Run 1, clock nets:
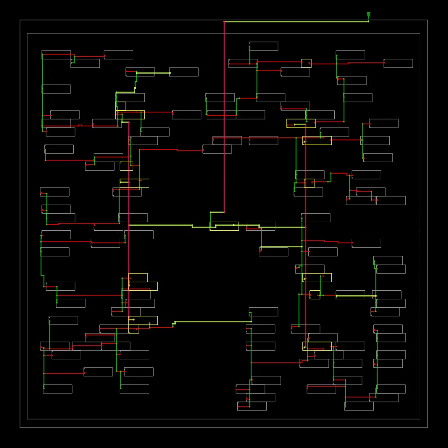
Run 1, clock network drawn from the DEF:
The bar under the picture is 50 µm long.
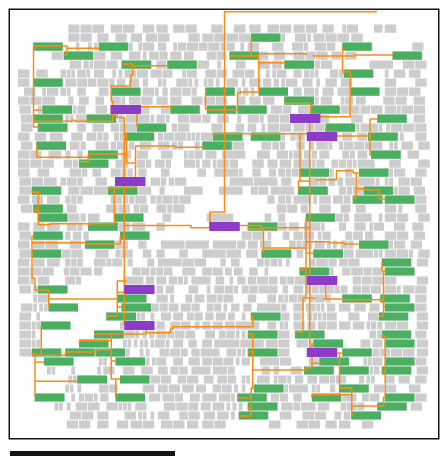
Run 1, cells colored by class:
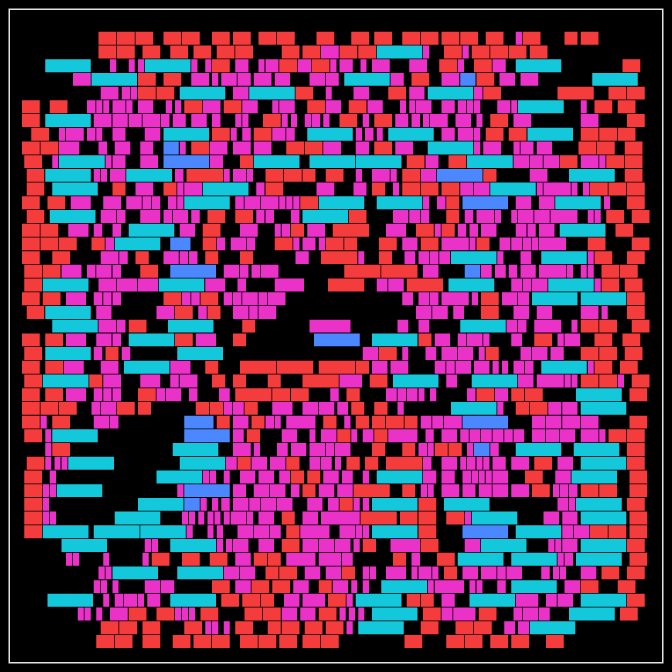
Run 1, sequential cells grouped by signal name:
Other sequential cells in the stronger gray, the rest of the logic in the fainter gray.
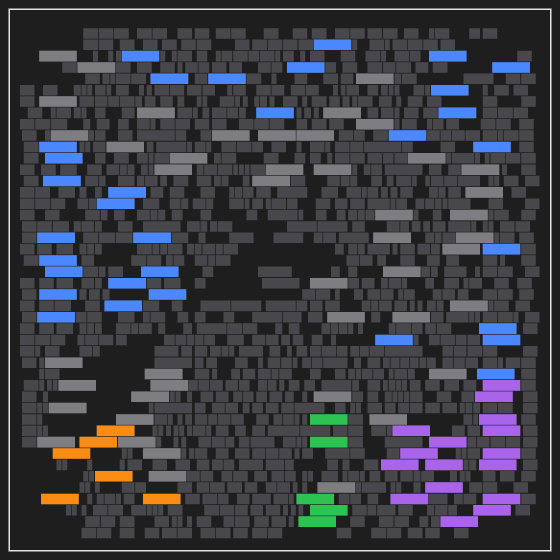
==> config.mk <==
export PLATFORM = sky130hd
export DESIGN_NAME = alu_issue_stage
export DESIGN_NICKNAME = d
export VERILOG_FILES = /design/src/rtl/alu_issue_stage.sv
export SDC_FILE = /design/constraint.sdc
export NUM_CORES = 1
export LEC_CHECK = 0
export CAP_MARGIN = 10
export CORE_MARGIN = 2
export CORE_UTILIZATION = 45
export CTS_CLUSTER_DIAMETER = 80
export CTS_CLUSTER_SIZE = 40
export DETAILED_ROUTE_END_ITERATION = 6
export GPL_ROUTABILITY_DRIVEN = 0
export HOLD_SLACK_MARGIN = 0.1
export PLACE_DENSITY = 0.82
export SYNTH_ARGS = -nofsm -noshare
export SYNTH_HDL_FRONTEND = slang
export SYNTH_SLANG_ARGS = --single-unit
==> constraint.sdc <==
create_clock -name clk -period 2.5 [get_ports clk]
set_input_delay 0.5 -clock clk [delete_from_list [all_inputs] [get_ports clk]]
set_output_delay 0.5 -clock clk [all_outputs]
set_load 0.01 [all_outputs]
==> Changelog: implementation <==
### Changed

- Outcome: completed
- Yosys top cell by area: dfrtp_1
- Total of max-cap violations: 0
- Synthesized registers: ~100
- Library cells used by synthesis: 66
- DP Area: roughly 11000 µm²
- Total GRT Usage: 31.19%
- Post-layout net count: around 1.3k
- Pwr/cell area: 533.6 nW/µm²
- VDD IR max: 354.4 µV
- R2R setup slack: 0.25 ns
- Post-synth area hogs: dfrtp_1 (37%), nand2_1 (6.4%), mux2i_1 (5.1%), xnor2_1 (4.2%), o32ai_1 (3.7%)
- Slowest stage delay, CP: 0.45 ns
- Post-route minimum period: 2.424 ns
- GR peak layer: met2
- Synthesis-to-finish area growth: 55.76%
- Seq share, synth: between 30% and 40%
- Critical Path Sink Type: flop
- Tcrit/Tclk final: between 90% and 100%
- Die extent in x: ~130 µm
- Hold Crit Class: flop to flop
- Clk root buf: clkbuf_16
- Initial antenna violation count: 1
- Cell Area, Synth: 7073 µm²
- Top-area cell share: 36.79%
- Leak pwr: ~4.4 nW
- WP buf/inv: 3
- Sequence of cells on the critical path: clkdlybuf4s50_1 > buf_4 > xnor2_1 > and2_1 > a211o_1 > buf_12 > o32ai_1 > a211oi_1 > o32a_1
- Final hold viol count: 0
- GRT overflow: 0
- Post-synth ARST share: 100.0%
- Slew headroom: 45.71%
- Clock-pin slew on the worst setup and hold paths: around 0.08 ns
- Required @ worst endpoint: between 2 and 3 ns
- Die Ht: between 100 and 150 µm
- Commonest cells in the netlist: nand2_1 (121), dfrtp_1 (104), inv_1 (47), mux2i_1 (36)
- Yosys chip area: between 7000 and 8000 µm²
- Met1 Use GR: a little over two fifths
- GR met3 Demand/Resource: 5.987%
- Largest net degree at the start of global routing: ~50
- Avg Cell Area, Syn: around 8.9 µm²
- Syn Nets: between 900 and 1k
- Post-synth EDFFs: 0
- Fp_density: between 40 and 50%
- Sink Count: about 100
- Initial DRC Count: between 700 and 800
- Ys Warns: 0
- Crit Path Max Fanout: 18
- Arrival time worst endpoint: ~2.7 ns
- Final wirelength: approximately 27000 µm
- Worst reg2reg path depth: 5
- RSZ-0062 raised after global routing: no
- CP Depth: 9
- Port buffer count: between 200 and 300
- Vias per cell: slightly below 6
- CP max stage cell: clkdlybuf4s50_1
- Actual slew at the worst max-slew pin: around 0.8 ns
- F_max: 0.4125 GHz
- Routed len/inst: a little over 20 µm
- DP HPWL: around 20000 µm
- Num ports: approximately 280
- Hold Path Depth: 1
- First-pass GRT wire length: 40750 µm
- Cells after Synth: roughly 800
- Startpoint Class: input pin
- Max clock buf depth: 2
- DR vias: a little under 8k
- Hold slack final: about 0.48 ns
- Setup CP Type: input pin to flop
- DRT antenna net count: 0
- First-pass iteration count of the detailed router: 5
- Met2 usage: 49.69%
- DRC: 0
- CTS tree: done
- Htree depth: 3
- Slew Limit Fails: 0
Back to the opening pictures, 'clock nets':
CTS buffer count: 9
Clock Skew: 0.01039 ns
clock latency on the worst-skew pair: 0.36 ns

Back to the opening pictures, 'clock network drawn from the DEF':
Key: clock wires = orange [length 1410 µm]; clock-net drivers = purple [count 9]; flip-flops = green [count 104]
Position of the flops: widely spread. There are 10 routed clock nets.
Clock Power Share: 24.9%
Clk. pwr: 1.47 mW

Back to the opening pictures, 'cells colored by class':
Key: registers = cyan [cells 104, share of their area 24%]; remaining buffers and delay cells = red [cells 368, share of their area 34%]; clock drivers and dummy loads = blue [cells 16, share of their area 2.8%]; remaining logic cells = magenta [cells 627, share of their area 39%]
Finished Cell Area: 11020 µm²
fraction of area in registers: 23.62%
core area: 15260 µm²
Rows: 45

Back to the opening pictures, 'sequential cells grouped by signal name':
Key: `control` = orange [flops 6, where south-west]; `issue_cnt` = purple [flops 16, where south-east]; `rt_q` = green [flops 5, where south]; `read1` = blue [flops 32]
Layout Utilization: 72.20%
register area: 2603 µm²
Flop+latch power: 2.26 mW

## run 1: placed cells by master, fill, tap and decap left out, types with 5 or more instances in the layout
cell | netlist | routed
a2111oi_2 | 8 | 8
a211oi_1 | 17 | 16
a21oi_1 | 32 | 32
a221oi_1 | 13 | 13
a22o_1 | 11 | 11
and2_1 | 6 | 6
buf_12 | 0 | 16
buf_4 | 1 | 76
clkbuf_16 | 0 | 9
clkdlybuf4s50_1 | 0 | 275
dfrtp_1 | 104 | 104
inv_1 | 47 | 47
inv_6 | 0 | 5
mux2_2 | 11 | 11
mux2i_1 | 36 | 36
nand2_1 | 121 | 121
nand3_1 | 13 | 13
nand4_1 | 6 | 6
nor2_1 | 28 | 27
nor3_1 | 34 | 33
o21ai_0 | 23 | 23
o221ai_1 | 20 | 20
o32a_1 | 16 | 16
o32ai_1 | 30 | 29
or3_1 | 29 | 29
or4_1 | 18 | 18
xnor2_1 | 34 | 34
xor2_1 | 19 | 18
## run 1: layer usage
metal | wire (µm) | share of wire (%) | vias up
met5 | 0 | 0 | -
met4 | 992 | 3.7 | 0
met1 | 10940 | 41 | 3723
li1 | - | - | 3569
met3 | 2394 | 9.0 | 77
met2 | 12360 | 46 | 452
## run 1: cell type report
type,instances,area [µm²]
Tap cell,211,264.0
Clock buffer,9,225.2
Sequential cell,104,2603
Antenna cell,1,2.502
Timing Repair Buffer,368,3654
Fill cell,1158,4242
Multi-Input combinational cell,579,4018
Clock inverter,7,71.32
Inverter,48,180.2
## run 1: report_power, final
group / switching [mW] / internal, mW
Clock: 0.754 / 0.712
Sequential: 0.257 / 2.00
Combinational: 0.911 / 1.24
Total: 1.92 / 3.96
## run 1: stage by stage
stage / power [mW] / setup WS, ns / TNS, ns / cells / utilization (%)
2_1_floorplan: 3.090 / 0.2977 / 0 / 794 / -
3_5_place_dp: 4.418 / -0.2767 / -12.14 / 1309 / 70.07
5_1_grt: 6.135 / 0.01084 / 0 / 1327 / 72.20
4_1_cts: 5.875 / 0.08786 / 0 / 1326 / 72.08
6_report: 5.878 / 0.07570 / 0 / 1327 / 72.20
3_3_place_gp: 4.371 / -0.2206 / -9.551 / 1309 / 70.07
## run 1: logic make-up after synthesis
group | synth area share, %
adders and majority gates | 0.3537
muxes | 7.801
DFF | 36.79
xor gates and xnor gates | 6.793
AOI/OAI and AO/OA | 21.86
and+or+nand+nor | 19.30
buffers and inverters | 7.094
## run 1: timing repair
action / 4_1_cts / 5_1_grt
endpoints found under the setup margin: 0 / 2
gates resized: 0 / 3
hold endpoints to repair: 27 / 0
setup buffers: 0 / 0
hold buffers: 1 / 0
No activity file was given, so power comes from the tool's default toggle rates.
